==> config.mk <==
export PLATFORM = sky130hd
export DESIGN_NAME = shift_reg_n
export DESIGN_NICKNAME = d
export VERILOG_FILES = /design/src/rtl/shift_reg_pkg.sv /design/src/rtl/shift_reg_cell.sv /design/src/rtl/shift_reg_n.sv
export SDC_FILE = /design/constraint.sdc
export NUM_CORES = 1
export LEC_CHECK = 0
export CORE_MARGIN = 3
export CORE_UTILIZATION = 45
export DETAILED_ROUTE_END_ITERATION = 7
export PLACE_DENSITY = 0.8
export SLEW_MARGIN = 40
export SYNTH_ARGS = -nofsm -noshare
export SYNTH_HDL_FRONTEND = slang
export SYNTH_SLANG_ARGS = --single-unit
==> constraint.sdc <==
create_clock -name clk -period 2.7 [get_ports clk]
set_clock_uncertainty 0.2 [all_clocks]
set_input_delay 0.27 -clock clk [delete_from_list [all_inputs] [get_ports clk]]
set_output_delay 0.27 -clock clk [all_outputs]
set_load 0.02 [all_outputs]
==> src/rtl/shift_reg_pkg.sv <==
// Shared types for the shift_reg_n universal shift register: the operation
// encoding, the per-cell next-value select, and the occupancy counter width.
package shift_reg_pkg;

  typedef enum logic [2:0] {
    HOLD  = 3'd0,
    SHL   = 3'd1,
    SHR   = 3'd2,
    LOAD  = 3'd3,
    ROTL  = 3'd4,
    ROTR  = 3'd5,
    CLEAR = 3'd6,
    RSVD  = 3'd7
  } shift_mode_e;

  typedef enum logic [1:0] {
    SEL_HOLD = 2'd0,
    SEL_LO   = 2'd1,
    SEL_HI   = 2'd2,
    SEL_PAR  = 2'd3
  } cell_sel_e;

  // The count must hold 0..depth inclusive, hence depth+1 codes.
  function automatic int cnt_width(input int depth);
    return $clog2(depth + 1);
  endfunction

endpackage

==> src/rtl/shift_reg_cell.sv <==
// One stage of shift_reg_n: a WIDTH-bit data register and its valid bit,
// loaded from the lower neighbour, upper neighbour or parallel input.
module shift_reg_cell
  import shift_reg_pkg::*;
#(
  parameter int               WIDTH   = 8,
  parameter logic [WIDTH-1:0] RST_VAL = '0
) (
  input  logic             clk,
  input  logic             rst,
  input  logic             clr,
  input  cell_sel_e        sel,
  input  logic [WIDTH-1:0] lo_data,
  input  logic             lo_vld,
  input  logic [WIDTH-1:0] hi_data,
  input  logic             hi_vld,
  input  logic [WIDTH-1:0] par_data,
  output logic [WIDTH-1:0] data,
  output logic             vld
);

  // NOTE: reset is tested inside the clocked block only, so it is synchronous;
  // state updates use <= so every cell samples its neighbour's old value.
  always_ff @(posedge clk) begin
    if (rst || clr) begin
      data <= RST_VAL;
      vld  <= 1'b0;
    end else begin
      case (sel)
        SEL_LO: begin
          data <= lo_data;
          vld  <= lo_vld;
        end
        SEL_HI: begin
          data <= hi_data;
          vld  <= hi_vld;
        end
        SEL_PAR: begin
          data <= par_data;
          vld  <= 1'b1;
        end
        default: ;
      endcase
    end
  end

endmodule

==> src/rtl/shift_reg_n.sv <==
// Universal shift register / delay line: DEPTH valid-tagged stages with
// shift, rotate, parallel load, clear and a registered occupancy count.
module shift_reg_n
  import shift_reg_pkg::*;
#(
  parameter int               WIDTH   = 8,
  parameter int               DEPTH   = 4,
  parameter logic [WIDTH-1:0] RST_VAL = '0
) (
  input  logic                          clk,
  input  logic                          rst,
  input  logic                          en_i,
  input  logic [2:0]                    mode_i,
  input  logic [WIDTH-1:0]              ser_i,
  input  logic                          ser_vld_i,
  input  logic [WIDTH*DEPTH-1:0]        par_i,
  output logic [WIDTH*DEPTH-1:0]        par_o,
  output logic [WIDTH-1:0]              head_o,
  output logic                          head_vld_o,
  output logic [WIDTH-1:0]              tail_o,
  output logic                          tail_vld_o,
  output logic [cnt_width(DEPTH)-1:0]   cnt_o,
  output logic                          full_o,
  output logic                          empty_o
);

  localparam int CW = cnt_width(DEPTH);

  shift_mode_e      mode;
  cell_sel_e        sel;
  logic             clr;
  logic [WIDTH-1:0] data [DEPTH];
  logic [DEPTH-1:0] vld;
  logic [WIDTH-1:0] lo_end_data, hi_end_data;
  logic             lo_end_vld, hi_end_vld;
  logic [CW-1:0]    cnt_q;

  assign mode = shift_mode_e'(mode_i);

  // NOTE: every always_comb output gets a default first so no path leaves it
  // unassigned, which would otherwise infer a latch.
  always_comb begin
    sel = SEL_HOLD;
    clr = 1'b0;
    if (en_i) begin
      case (mode)
        SHL, ROTL: sel = SEL_LO;
        SHR, ROTR: sel = SEL_HI;
        LOAD:      sel = SEL_PAR;
        CLEAR:     clr = 1'b1;
        default:   sel = SEL_HOLD;
      endcase
    end
  end

  // End stages take serial input on shifts, the opposite end on rotates.
  always_comb begin
    lo_end_data = ser_i;
    lo_end_vld  = ser_vld_i;
    hi_end_data = ser_i;
    hi_end_vld  = ser_vld_i;
    if (mode == ROTL) begin
      lo_end_data = data[DEPTH-1];
      lo_end_vld  = vld[DEPTH-1];
    end
    if (mode == ROTR) begin
      hi_end_data = data[0];
      hi_end_vld  = vld[0];
    end
  end

  for (genvar k = 0; k < DEPTH; k++) begin : g_stage
    logic [WIDTH-1:0] lo_d, hi_d;
    logic             lo_v, hi_v;

    if (k == 0) begin : g_lo_end
      assign lo_d = lo_end_data;
      assign lo_v = lo_end_vld;
    end else begin : g_lo_mid
      assign lo_d = data[k-1];
      assign lo_v = vld[k-1];
    end

    if (k == DEPTH - 1) begin : g_hi_end
      assign hi_d = hi_end_data;
      assign hi_v = hi_end_vld;
    end else begin : g_hi_mid
      assign hi_d = data[k+1];
      assign hi_v = vld[k+1];
    end

    shift_reg_cell #(
      .WIDTH   (WIDTH),
      .RST_VAL (RST_VAL)
    ) u_cell (
      .clk      (clk),
      .rst      (rst),
      .clr      (clr),
      .sel      (sel),
      .lo_data  (lo_d),
      .lo_vld   (lo_v),
      .hi_data  (hi_d),
      .hi_vld   (hi_v),
      .par_data (par_i[k*WIDTH +: WIDTH]),
      .data     (data[k]),
      .vld      (vld[k])
    );

    assign par_o[k*WIDTH +: WIDTH] = data[k];
  end

  // Shifts add the incoming tag and drop the tag falling off the far end;
  // the modular sum stays correct even when DEPTH+1 is a power of two.
  always_ff @(posedge clk) begin
    if (rst || clr) begin
      cnt_q <= '0;
    end else if (en_i) begin
      case (mode)
        SHL:     cnt_q <= cnt_q + CW'(ser_vld_i) - CW'(vld[DEPTH-1]);
        SHR:     cnt_q <= cnt_q + CW'(ser_vld_i) - CW'(vld[0]);
        LOAD:    cnt_q <= CW'(DEPTH);
        default: ;
      endcase
    end
  end

  assign head_o     = data[DEPTH-1];
  assign head_vld_o = vld[DEPTH-1];
  assign tail_o     = data[0];
  assign tail_vld_o = vld[0];
  assign cnt_o      = cnt_q;
  assign full_o     = (cnt_q == CW'(DEPTH));
  assign empty_o    = (cnt_q == '0);

endmodule

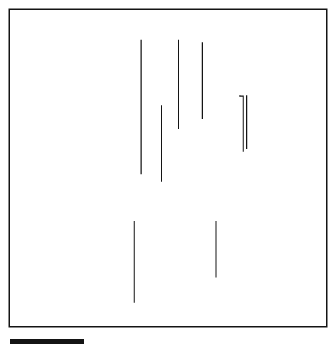
Figure 1: signal wires on met4.
Scale bar: 20 um.
The layer holds 1.8% of the routed length. The longest straight run is 36.0 um. The wires run mostly vertical. The layer carries 168 um of wire. 8 nets have wire on it.

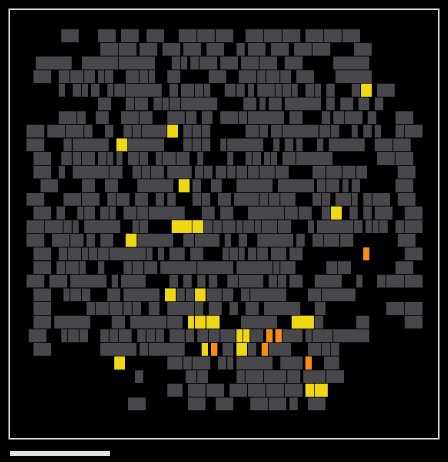
Figure 2: logic cells by family.
Scale bar: 20 um.
Orange stands for inverters, cells 6. Yellow stands for NOR gates, cells 21.
logic share of the area: 45.1%
Commonest Layout Cell: clkdlybuf4s50_1
non-filler cells, final: 539

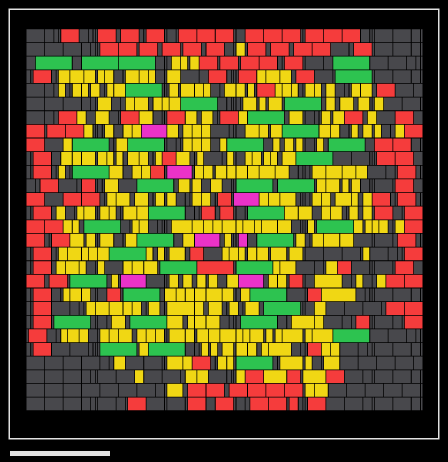
Figure 3: cells colored by class.
Scale bar: 20 um. Fill, decap, tap and diode cells in gray.
Green stands for flip-flops, cells 39, share of their area 21%. Magenta stands for clock drivers and dummy loads, cells 7, share of their area 2.3%. Yellow stands for all other logic, cells 302, share of their area 47%. Red stands for other buffers and delay cells, cells 116, share of their area 30%.

==> out/qor.yml <==
status: "completed"
vias: 3243
io_pins: 102
hold_viol_final: 0
largest_area_cell: "dfxtp_1"
max-slew-margin-rel_pct: 56.3
cts_hold_buf: 0
worst_pin_slew_ns: 0.656
synthDistinctLibCells: 43
yosys_area_um2: 2840
numCtsBuffers: 5
fin_util_pct: 64.0
cp.required_ns: 2.68
syn-num-nets: 443
grt_max_degree: 66
warning_count: 26
fp.coreArea_um2: 6030
edf_count: 0
dp.cells: 532
finalCritPeriodShare_pct: 83.7
synth_flops: 39
worstPathArrival_ns: 2.24
ys_seq_share_pct: 27.5
viasPerCell: 6.02
cts.sinks: 39
drt_iter0_markers: 433
wl_mm: 9.28
setup_viol: 0
placementRows: 28
pg_seq_w: 0.000682
most-common-layout-cells: "100 x clkdlybuf4s50_1, 54 x nand2_1, 54 x a21oi_1, 39 x dfxtp_1"
leakage_nw: 1.49
clock_latency_ns: 0.29
p_clk_share_pct: 24.4
place_worst_setup_slack_ns: 0.135
htreeDepth: 2
chipArea_um2: 7290
ff_latch_area_um2: 781
synth_warnings: 0
holdCritPathClass: "register to register"
floorplan.core_util_pct: 47.1
grt_pass1_wl_mm: 15.1
-- routing by layer --
layer	track usage (%)	up-vias	part of all wire [%]
li1	-	1551	-
met1	37.1	1487	43
met2	36.9	187	46
met3	5.15	18	9.4
met4	8.63	0	1.8
met5	0	-	0
-- final timing paths --
check / start / end / slack, ns / cells after the start
worst max-delay path: mode_i[1] / cnt_o[2]$_SDFFE_PP0P_ / 0.44 / 9
worst min-delay path: g_stage[2].u_cell.data[2]$_SDFFE_PP0P_ / g_stage[1].u_cell.data[2]$_SDFFE_PP0P_ / 0.31 / 2
worst max register to register: cnt_o[0]$_SDFFE_PP0P_ / cnt_o[2]$_SDFFE_PP0P_ / 0.79 / 8
worst min register to register: g_stage[2].u_cell.data[2]$_SDFFE_PP0P_ / g_stage[1].u_cell.data[2]$_SDFFE_PP0P_ / 0.31 / 2
-- layout make-up --
class,instances,share of cell area [%]
repair buffers,116,29.3
inverters,6,0.584
flip-flops and latches,39,20.3
well taps,75,2.43
clock inverters,1,0.130
multi-input cells,296,45.1
clock buffers,6,2.14
-- critical path, stage by stage --
cell and delay, ns:
clkdlybuf4s50_1 0.49, nor3b_2 0.22, mux2_2 0.36, ha_1 0.18, ha_1 0.18, xor2_1 0.13
o21ai_0 0.10, a21oi_1 0.10, o221a_1 0.22
-- sequential cells by signal, indices dropped and copies added, names as in the netlist --
name	cells
g_stage.u_cell.data	32
g_stage.u_cell.vld	4
cnt_o	3
-- cell families after synthesis --
family                     after synthesis  share of synthesized area [%]
buffers and inverters                   57                           11.1
AOI/OAI and AO/OA                      195                           42.6
DFF                                     39                           27.5
muxes                                    1                          0.397
and+or+nand+nor                         94                           16.0
adders and majority gates                4                           1.77
xor gates and xnor gates                 2                          0.618
